File: src/rtl/clk_div_pkg.sv
// clk_div_pkg: shared types and constants for the clk_div_tap_gen block.
//
// Contents:
//   DEF_CNT_W / DEF_PRE_W / DEF_SEL_W : default widths (cfg_t is sized from these)
//   op_e      : tap combine operation (AND, OR, XOR, NAND)
//   state_e   : control FSM states (IDLE, RUN, PEND)
//   cfg_t     : one configuration word {pre, sel_a, sel_b, op}
//   CFG_RESET : configuration loaded at reset
//   apply_op  : evaluates op_e on two tap bits
//
// Optional feature macro used elsewhere in this block: CLK_DIV_EDGE_EN.

package clk_div_pkg;

    localparam int DEF_CNT_W = 8;
    localparam int DEF_PRE_W = 4;
    localparam int DEF_SEL_W = $clog2(DEF_CNT_W);

    typedef enum logic [1:0] {
        OP_AND  = 2'b00,
        OP_OR   = 2'b01,
        OP_XOR  = 2'b10,
        OP_NAND = 2'b11
    } op_e;

    typedef enum logic [1:0] {
        IDLE = 2'd0,
        RUN  = 2'd1,
        PEND = 2'd2
    } state_e;

    typedef struct packed {
        logic [DEF_PRE_W-1:0] pre;
        logic [DEF_SEL_W-1:0] sel_a;
        logic [DEF_SEL_W-1:0] sel_b;
        op_e                  op;
    } cfg_t;

    localparam cfg_t CFG_RESET = '{
        pre:   '0,
        sel_a: '0,
        sel_b: DEF_SEL_W'(1),
        op:    OP_AND
    };

    function automatic logic apply_op(input op_e op, input logic a, input logic b);
        logic r;
        case (op)
            OP_AND:  r = a & b;
            OP_OR:   r = a | b;
            OP_XOR:  r = a ^ b;
            default: r = ~(a & b);
        endcase
        return r;
    endfunction

endpackage

File: src/rtl/clk_div_prescaler.sv
// clk_div_prescaler: programmable prescaler for clk_div_tap_gen.
//
// Ports:
//   clk     in   system clock
//   rst_n   in   synchronous active-low reset
//   clr     in   force the prescaler count to 0 (takes priority over en)
//   en      in   advance the prescaler this cycle; 0 holds the count
//   pre     in   prescale value P; a hit occurs every P+1 enabled cycles
//   hit     out  combinational: count has reached P this cycle
//   tick    out  registered one-cycle strobe following a hit
//
// The tick register is cleared whenever the prescaler is not advancing so a
// strobe can never reappear after a freeze.

module clk_div_prescaler
    import clk_div_pkg::*;
#(
    parameter int PRE_W = DEF_PRE_W
) (
    input  logic             clk,
    input  logic             rst_n,
    input  logic             clr,
    input  logic             en,
    input  logic [PRE_W-1:0] pre,
    output logic             hit,
    output logic             tick
);

    logic [PRE_W-1:0] pre_cnt;

    assign hit = (pre_cnt == pre);

    always_ff @(posedge clk) begin
        if (!rst_n) begin
            pre_cnt <= '0;
            tick    <= 1'b0;
        end else if (clr) begin
            pre_cnt <= '0;
            tick    <= 1'b0;
        end else if (en) begin
            if (hit) begin
                pre_cnt <= '0;
                tick    <= 1'b1;
            end else begin
                pre_cnt <= pre_cnt + PRE_W'(1);
                tick    <= 1'b0;
            end
        end else begin
            tick <= 1'b0;
        end
    end

endmodule

File: src/rtl/clk_div_tap_gen.sv
// clk_div_tap_gen: synchronous tap generator replacing the ripple divider
// chain that feeds the output pin mux.
//
// Ports:
//   clk        in   system clock
//   rst_n      in   synchronous active-low reset
//   ena        in   design enable; 0 freezes every register
//   run        in   1 = count, 0 = return to IDLE
//   cfg_valid  in   configuration offer
//   cfg_ready  out  configuration accept
//   cfg_pre    in   prescale value P (tick every P+1 cycles)
//   cfg_sel_a  in   tap index A
//   cfg_sel_b  in   tap index B
//   cfg_op     in   00 AND, 01 OR, 10 XOR, 11 NAND
//   taps       out  counter bits; taps[i] period = 2^(i+1)*(P+1) cycles
//   y          out  registered op(taps[A], taps[B])
//   tick       out  one-cycle prescaler strobe
//   wrap       out  one-cycle strobe on counter rollover all-ones -> 0
//   busy       out  state != IDLE
//   y_rise     out  (only with CLK_DIV_EDGE_EN) pulse the cycle after y rises
//
// Optional feature macro: CLK_DIV_EDGE_EN.
//
// A configuration accepted while counting is parked in a pending slot and
// only becomes active on the counter rollover, so tap waveforms never
// change cadence mid-period.

module clk_div_tap_gen
    import clk_div_pkg::*;
#(
    parameter int CNT_W = DEF_CNT_W,
    parameter int PRE_W = DEF_PRE_W
) (
    input  logic                     clk,
    input  logic                     rst_n,
    input  logic                     ena,
    input  logic                     run,
    input  logic                     cfg_valid,
    output logic                     cfg_ready,
    input  logic [PRE_W-1:0]         cfg_pre,
    input  logic [$clog2(CNT_W)-1:0] cfg_sel_a,
    input  logic [$clog2(CNT_W)-1:0] cfg_sel_b,
    input  logic [1:0]               cfg_op,
    output logic [CNT_W-1:0]         taps,
    output logic                     y,
    output logic                     tick,
    output logic                     wrap,
    output logic                     busy
`ifdef CLK_DIV_EDGE_EN
    ,
    output logic                     y_rise
`endif
);

    state_e           state;
    state_e           state_nxt;
    cfg_t             active_cfg;
    cfg_t             pending_cfg;
    cfg_t             cfg_in;
    logic [CNT_W-1:0] cnt;
    logic             y_r;
    logic             wrap_r;
    logic             tick_r;
    logic             hit;
    logic             count_en;
    logic             wrap_now;
    logic             handshake;
    logic             load_active;
    logic             load_pending;
    logic             promote;

    assign cfg_in = '{
        pre:   cfg_pre,
        sel_a: cfg_sel_a,
        sel_b: cfg_sel_b,
        op:    op_e'(cfg_op)
    };

    // Counting happens only in RUN/PEND with run still high; any other
    // enabled cycle clears the counters.
    assign count_en  = ena && run && (state != IDLE);
    assign wrap_now  = count_en && hit && (cnt == '1);
    assign handshake = cfg_valid && cfg_ready;

    clk_div_prescaler #(
        .PRE_W(PRE_W)
    ) u_prescaler (
        .clk   (clk),
        .rst_n (rst_n),
        .clr   (ena && !count_en),
        .en    (count_en),
        .pre   (active_cfg.pre),
        .hit   (hit),
        .tick  (tick_r)
    );

    always_ff @(posedge clk) begin
        if (!rst_n) begin
            state <= IDLE;
        end else begin
            state <= state_nxt;
        end
    end

    always_comb begin
        state_nxt    = state;
        cfg_ready    = 1'b0;
        load_active  = 1'b0;
        load_pending = 1'b0;
        promote      = 1'b0;
        if (ena) begin
            case (state)
                IDLE: begin
                    cfg_ready   = 1'b1;
                    load_active = handshake;
                    if (run) begin
                        state_nxt = RUN;
                    end
                end
                RUN: begin
                    cfg_ready = 1'b1;
                    // A handshake coinciding with run falling is dropped.
                    if (!run) begin
                        state_nxt = IDLE;
                    end else if (handshake) begin
                        load_pending = 1'b1;
                        state_nxt    = PEND;
                    end
                end
                PEND: begin
                    if (!run) begin
                        state_nxt = IDLE;
                    end else if (wrap_now) begin
                        promote   = 1'b1;
                        state_nxt = RUN;
                    end
                end
                default: begin
                    state_nxt = IDLE;
                end
            endcase
        end
    end

    always_ff @(posedge clk) begin
        if (!rst_n) begin
            active_cfg  <= CFG_RESET;
            pending_cfg <= CFG_RESET;
        end else begin
            if (load_active) begin
                active_cfg <= cfg_in;
            end else if (promote) begin
                active_cfg <= pending_cfg;
            end
            if (load_pending) begin
                pending_cfg <= cfg_in;
            end
        end
    end

    // Strobe registers are cleared during a freeze so that no pulse is
    // replayed when ena returns.
    always_ff @(posedge clk) begin
        if (!rst_n) begin
            cnt    <= '0;
            wrap_r <= 1'b0;
        end else if (ena) begin
            if (!count_en) begin
                cnt    <= '0;
                wrap_r <= 1'b0;
            end else begin
                wrap_r <= hit && (cnt == '1);
                if (hit) begin
                    cnt <= cnt + CNT_W'(1);
                end
            end
        end else begin
            wrap_r <= 1'b0;
        end
    end

    always_ff @(posedge clk) begin
        if (!rst_n) begin
            y_r <= 1'b0;
        end else if (ena) begin
            y_r <= apply_op(active_cfg.op, cnt[active_cfg.sel_a], cnt[active_cfg.sel_b]);
        end
    end

`ifdef CLK_DIV_EDGE_EN
    logic y_d;
    logic y_rise_r;

    always_ff @(posedge clk) begin
        if (!rst_n) begin
            y_d      <= 1'b0;
            y_rise_r <= 1'b0;
        end else if (ena) begin
            y_d      <= y_r;
            y_rise_r <= y_r && !y_d;
        end else begin
            y_rise_r <= 1'b0;
        end
    end

    assign y_rise = y_rise_r && ena;
`endif

    assign taps = cnt;
    assign y    = y_r;
    assign tick = tick_r && ena;
    assign wrap = wrap_r && ena;
    assign busy = (state != IDLE);

endmodule
File: config.mk
export PLATFORM = sky130hd
export DESIGN_NAME = clk_div_tap_gen
export DESIGN_NICKNAME = d
export VERILOG_FILES = /design/src/rtl/clk_div_pkg.sv /design/src/rtl/clk_div_prescaler.sv /design/src/rtl/clk_div_tap_gen.sv
export SDC_FILE = /design/constraint.sdc
export NUM_CORES = 1
export LEC_CHECK = 0
export ABC_CLOCK_PERIOD_IN_PS = 2400
export CORE_ASPECT_RATIO = 1.75
export CORE_MARGIN = 2
export CORE_UTILIZATION = 30
export DETAILED_ROUTE_END_ITERATION = 6
export PLACE_DENSITY_LB_ADDON = 0.12
export SYNTH_ARGS = -nofsm -noshare
export SYNTH_HDL_FRONTEND = slang
export SYNTH_SLANG_ARGS = --single-unit
File: constraint.sdc
create_clock -name clk -period 2.4 [get_ports clk]
set_input_delay 0.24 -clock clk [delete_from_list [all_inputs] [get_ports clk]]
set_output_delay 0.24 -clock clk [all_outputs]
set_load 0.005 [all_outputs]
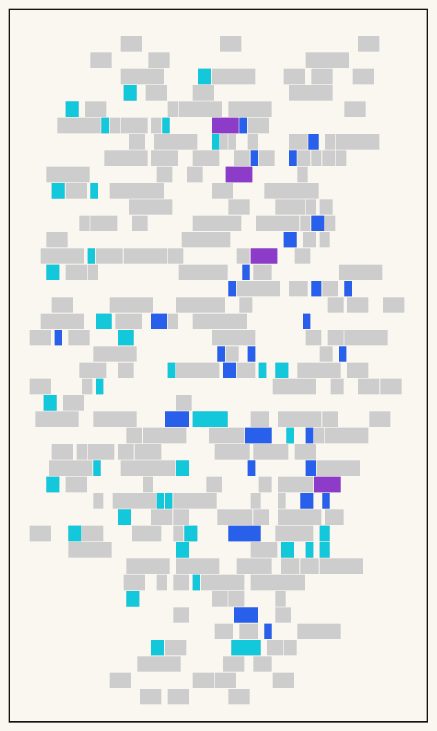
**Above:** run 1 (gate families picked out).
(6 px per µm)
adder and majority cells: marked purple, cells 4. NOR gates: marked cyan, cells 36. NAND gates: marked blue, cells 27.
Top cell excl fill/tap: dfxtp_1
Non-Filler Instances: 343
combinational share of cell area: 47.8%

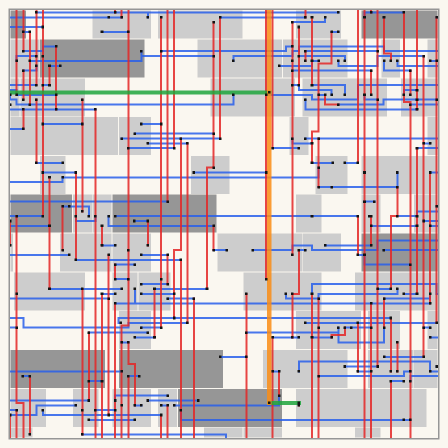
**Above:** run 1 (layout detail).
Window x 20 to 50, y 21 to 51 µm. Cells in gray, sequential cells in the stronger gray; small squares are vias.
metal 4: marked orange. metal 2: marked red. metal 1: marked blue. metal 3: marked green.
Netlist names of flops here include `active_cfg` (3), `pending_cfg` (2), `u_prescaler.pre_cnt` (2). Most frequent: dfxtp_1 (8), nor2_1 (5), xnor2_2 (4). Sequential cells in the window: 8. 53 logic cells have their middle in the window.

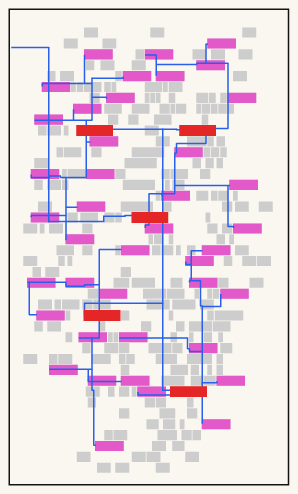
**Above:** run 1 (clock network drawn from the DEF).
(4 px per µm)
flip-flops: marked magenta, count 41. clock wires: marked blue, length 649 µm. clock drivers: marked red, count 5.
Position of the flops: spread over the die. There are 6 routed clock nets.
Clk power: 719 µW
clock network fraction of total power: 44.4%

==> results_dict.tcl, run 1 <==
# yosys + openroad results
set metrics [dict create \
    ios 30 \
    critical_path_required_ns 2.55 \
    warnings 27 \
    clk_pin_slew_worst_paths_ns 0.06 \
    min-delay-start "pending_cfg[2]$_SDFFE_PN1P_" \
    synth_cell_types 50 \
    top_cells_by_area "dfxtp_1, mux2i_1, a211oi_2" \
    drv_slew 0 \
    wl_met2_mm 2.84 \
    setup_ws_ns 0.427 \
    xor_area_share_pct 3.67 \
    top_layer "met4" \
    grt_pass1_vias 1886 \
    slowest_stage "nor3_4" \
    grt_use_met1_pct 16.7 \
    crit_type "reg2reg" \
    drt-vias-per-instance 5.31 \
    tns_ns 0 \
    min_period_over_period_pct 82.2 \
    vias 1822 \
    die_h_um 119 \
    power.net_switching_uw 393 \
    fp.dieW_um 69.4 \
    antenna-diode-count 0 \
    utilization_pct 38.5 \
    coreArea_um2 7230 \
    met3_usage_pct 3.24 \
    cts_buffer_depth 2 \
    nNetsFinal 277 \
    yosysTopAreaCell "dfxtp_1" \
    syn_nets 248 \
    end_kind "register" \
    critPathMaxFanout 9 \
    rows 41 \
    ys_sh_mux_pct 10.7 \
    dp_hpwl_mm 4.00 \
    synthAoiAreaFrac_pct 20.7 \
    arrival_ns 2.12 \
    drc 0 \
    floorplan.core_util_pct 31.1 \
    crit_family "simple AND/OR/NAND/NOR gates" \
    outcome "completed" \
    dp_worst_setup_slack_ns 0.359 \
    grt_use_total_pct 14.4 \
    placed_area_um2 2630 \
    top_area_share_pct 36.5 \
    rsz0062_at_grt "no" \
    syn_area_um2 2250 \
    design_area_um2 2790 \
    edf_count 0 \
    layout-drive-gt1-share_pct 16.3 \
    yosysMostFrequentCell "dfxtp_1" \
    worst_ir_drop_vdd_uv 413 \
    pwr-share-comb_pct 11.2 \
    pwr-share-seq_pct 44.4 \
    cts_resized 0 \
    hold_buffers 0 \
    ys_ff 41 \
    top_cells_by_count "dfxtp_1, mux2i_1, nand2_1" \
    cts_root_buf "clkbuf_16" \
    internal_power_mw 1.23 \
    seq_area_frac_synth_pct 36.5 \
    yosysChipArea_um2 2250 \
    hold_ws_ns 0.482 \
    cts_htree_levels 2 \
    antenna_found_initial 0 \
    fin_skew_ns 0.00328 \
]
[run 1: worst paths after layout]
kind / depth (start not counted) / to / slack [ns]
setup reg to reg: 5 / active_cfg[6]$_SDFFE_PN0P_ / 0.43
hold / removal: 2 / pending_cfg[2]$_SDFFE_PN1P_ / 0.48
hold reg to reg: 2 / pending_cfg[2]$_SDFFE_PN1P_ / 0.48
setup / recovery: 5 / active_cfg[6]$_SDFFE_PN0P_ / 0.43
[run 1: cell type report]
type,instances,area (µm²)
fillers,736,4450
multi-input cells,169,1330
flip-flops and latches,41,821
repair buffers,36,355
clock buffers,7,153
well taps,86,108
inverters,3,11.3
clock inverters,1,5.00
[run 1: registers in the layout (all words and copies together), names as in the netlist]
register,flops
y,1
pending_cfg,12
state,2
u_prescaler.tick,1
taps,8
u_prescaler.pre_cnt,4
wrap_r,1
active_cfg,12
**Run 1: routing congestion map**

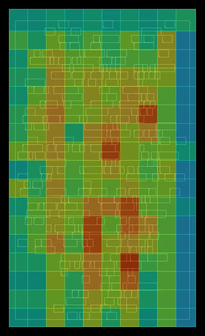

## Run 2: what changed since run 1
- ABC_CLOCK_PERIOD_IN_PS: 2400 -> 2070
- clock period: 2.4 -> 2.07 ns (I/O delays scaled with it)
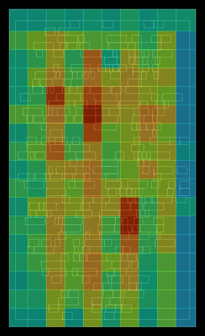
**Above:** run 2 (routing congestion map).
gr usage total: 14.4%
met1 GRT Util: 16.6%
Top Usage Layer GRT: met2
M2 GR Usage: 25.8%

==> run 2 against run 1 <==
Compared with the run above: die size did not move; critical path depth rose by 1; clock skew rose by 0.0011 ns; final cell count rose by 2.6%; highest routed layer unchanged.
==> results_dict.tcl, run 2 <==
# yosys + openroad results
set metrics [dict create \
    ys_sh_adder_pct 2.23 \
    worstHoldEndpoint "pending_cfg[2]$_SDFFE_PN1P_" \
    critical_path_required_ns 2.25 \
    yosysTopAreaCell "dfxtp_1" \
    ff2ff_path_depth 6 \
    die_h_um 119 \
    met3WireLength_um 139 \
    clk-insertion-delay-late_ns 0.28 \
    cts_made_buffers 5 \
    synth_cell_types 50 \
    mostFrequentLayoutCell "dfxtp_1" \
    crit_path_frequent_cell "o211ai_1" \
    holdPathStages 2 \
    simple_gate_share_pct 22.0 \
    top_cells_by_area "dfxtp_1, mux2i_1, a211oi_2" \
    async_flop_share_pct 0 \
    yosysChipArea_um2 2250 \
    cts_htree_levels 2 \
    top_area_share_pct 36.5 \
    floorplan.core_util_pct 31.1 \
    pwr-share-comb_pct 11.0 \
    seq_area_frac_synth_pct 36.5 \
    crit_path_end "y$_SDFFE_PN0P_" \
    internal_power_mw 1.52 \
    clock-sinks 41 \
    mostFrequentLayoutCells "dfxtp_1, clkdlybuf4s50_1, mux2i_1, nand2_1" \
    rsz0062_at_grt "no" \
    fin_skew_ns 0.00437 \
    critPathMaxFanout 3 \
    dp.cells 344 \
    syn_nets 248 \
    start_kind "register" \
    ff2ff_setup_slack_ns 0.17 \
    ys_ff 41 \
    instances_no_fill 352 \
    clkPwrFrac_pct 46.4 \
    power-top-group "the clock network" \
    crit_family "multiplexers" \
    grt_pass1_vias 1881 \
    swShare_pct 22.6 \
    synthAoiAreaFrac_pct 20.7 \
    wl_met2_mm 2.93 \
    r2r_end "y$_SDFFE_PN0P_" \
    top_layer "met4" \
    grt_pass1_wl_mm 9.36 \
    vias 1858 \
    drc 0 \
    topCombFamilyByArea "simple AND/OR/NAND/NOR gates" \
    yosysMostFrequentCell "dfxtp_1" \
    crit_type "reg2reg" \
    hold_ws_ns 0.490 \
    post_cts_buffers 0 \
    layout-drive-gt1-share_pct 18.8 \
    placed_area_um2 2720 \
    cts_root_buf "clkbuf_16" \
    dp_hpwl_mm 4.15 \
    path_depth 6 \
    path_buffers 0 \
    clk_pin_slew_worst_paths_ns 0.06 \
    syn_area_um2 2250 \
    nFillCells 735 \
    met3_usage_pct 2.81 \
    path_cells "mux4_2 > mux2i_1 > ha_1 > o211ai_1 > o211ai_1 > o211a_1" \
    wl_mm 5.53 \
    rows 41 \
    edf_count 0 \
    worstMarginPinSlew_ns 0.470 \
    min_period_over_period_pct 91.9 \
    outcome "completed" \
    tns_ns 0 \
    design_area_um2 2890 \
    dr.first_iter.drc_count 88 \
    warnings 27 \
    drv_slew 0 \
    port_buffers 29 \
    coreArea_um2 7230 \
    hold_buffers 0 \
    cts_resized 0 \
    end_kind "register" \
    antenna-diode-count 0 \
    slowest_stage "mux4_2" \
    min-delay-start "pending_cfg[2]$_SDFFE_PN1P_" \
    top_cells_by_count "dfxtp_1, mux2i_1, nand2_1" \
    synthFlopType "dfxtp_1" \
    nNetsFinal 286 \
    xor_area_share_pct 3.67 \
    ios 30 \
    fp.dieW_um 69.4 \
    ys_cells 227 \
    drt-vias-per-instance 5.28 \
    pwr-share-seq_pct 42.5 \
    power.net_switching_uw 444 \
    arrival_ns 2.08 \
    gp_congestion 0.691 \
    antenna_found_initial 0 \
    pg_seq_uw 835 \
    cts_buffer_depth 2 \
    powerClk_uw 912 \
    area_growth_pct 28.7 \
    postSynthAreaPerCell_um2 9.90 \
    worst_ir_drop_vdd_uv 426 \
    synth_warnings 0 \
    ys_sh_mux_pct 10.7 \
]
==> run 2: through the flow <==
stage	power [mW]	setup slack, ns	util [%]
2_1_floorplan	0.981	0.311	-
3_3_place_gp	1.07	0.164	37.6
3_5_place_dp	1.07	0.157	37.6
4_1_cts	1.99	0.153	40.0
5_1_grt	2.04	0.0277	40.0
6_report	1.96	0.168	40.0
==> run 2: cell type report <==
class | instances | area (µm²) | area share (%)
clock buffer | 7 | 143 | 4.93
tap | 86 | 108 | 3.72
multi-input combinational | 169 | 1330 | 46.1
sequential | 41 | 821 | 28.4
inverter | 3 | 11.3 | 0.389
timing repair buffer | 45 | 448 | 15.5
clock inverter | 1 | 30.0 | 1.04
Power figures rest on the tool's default switching activity, not on a simulated workload.
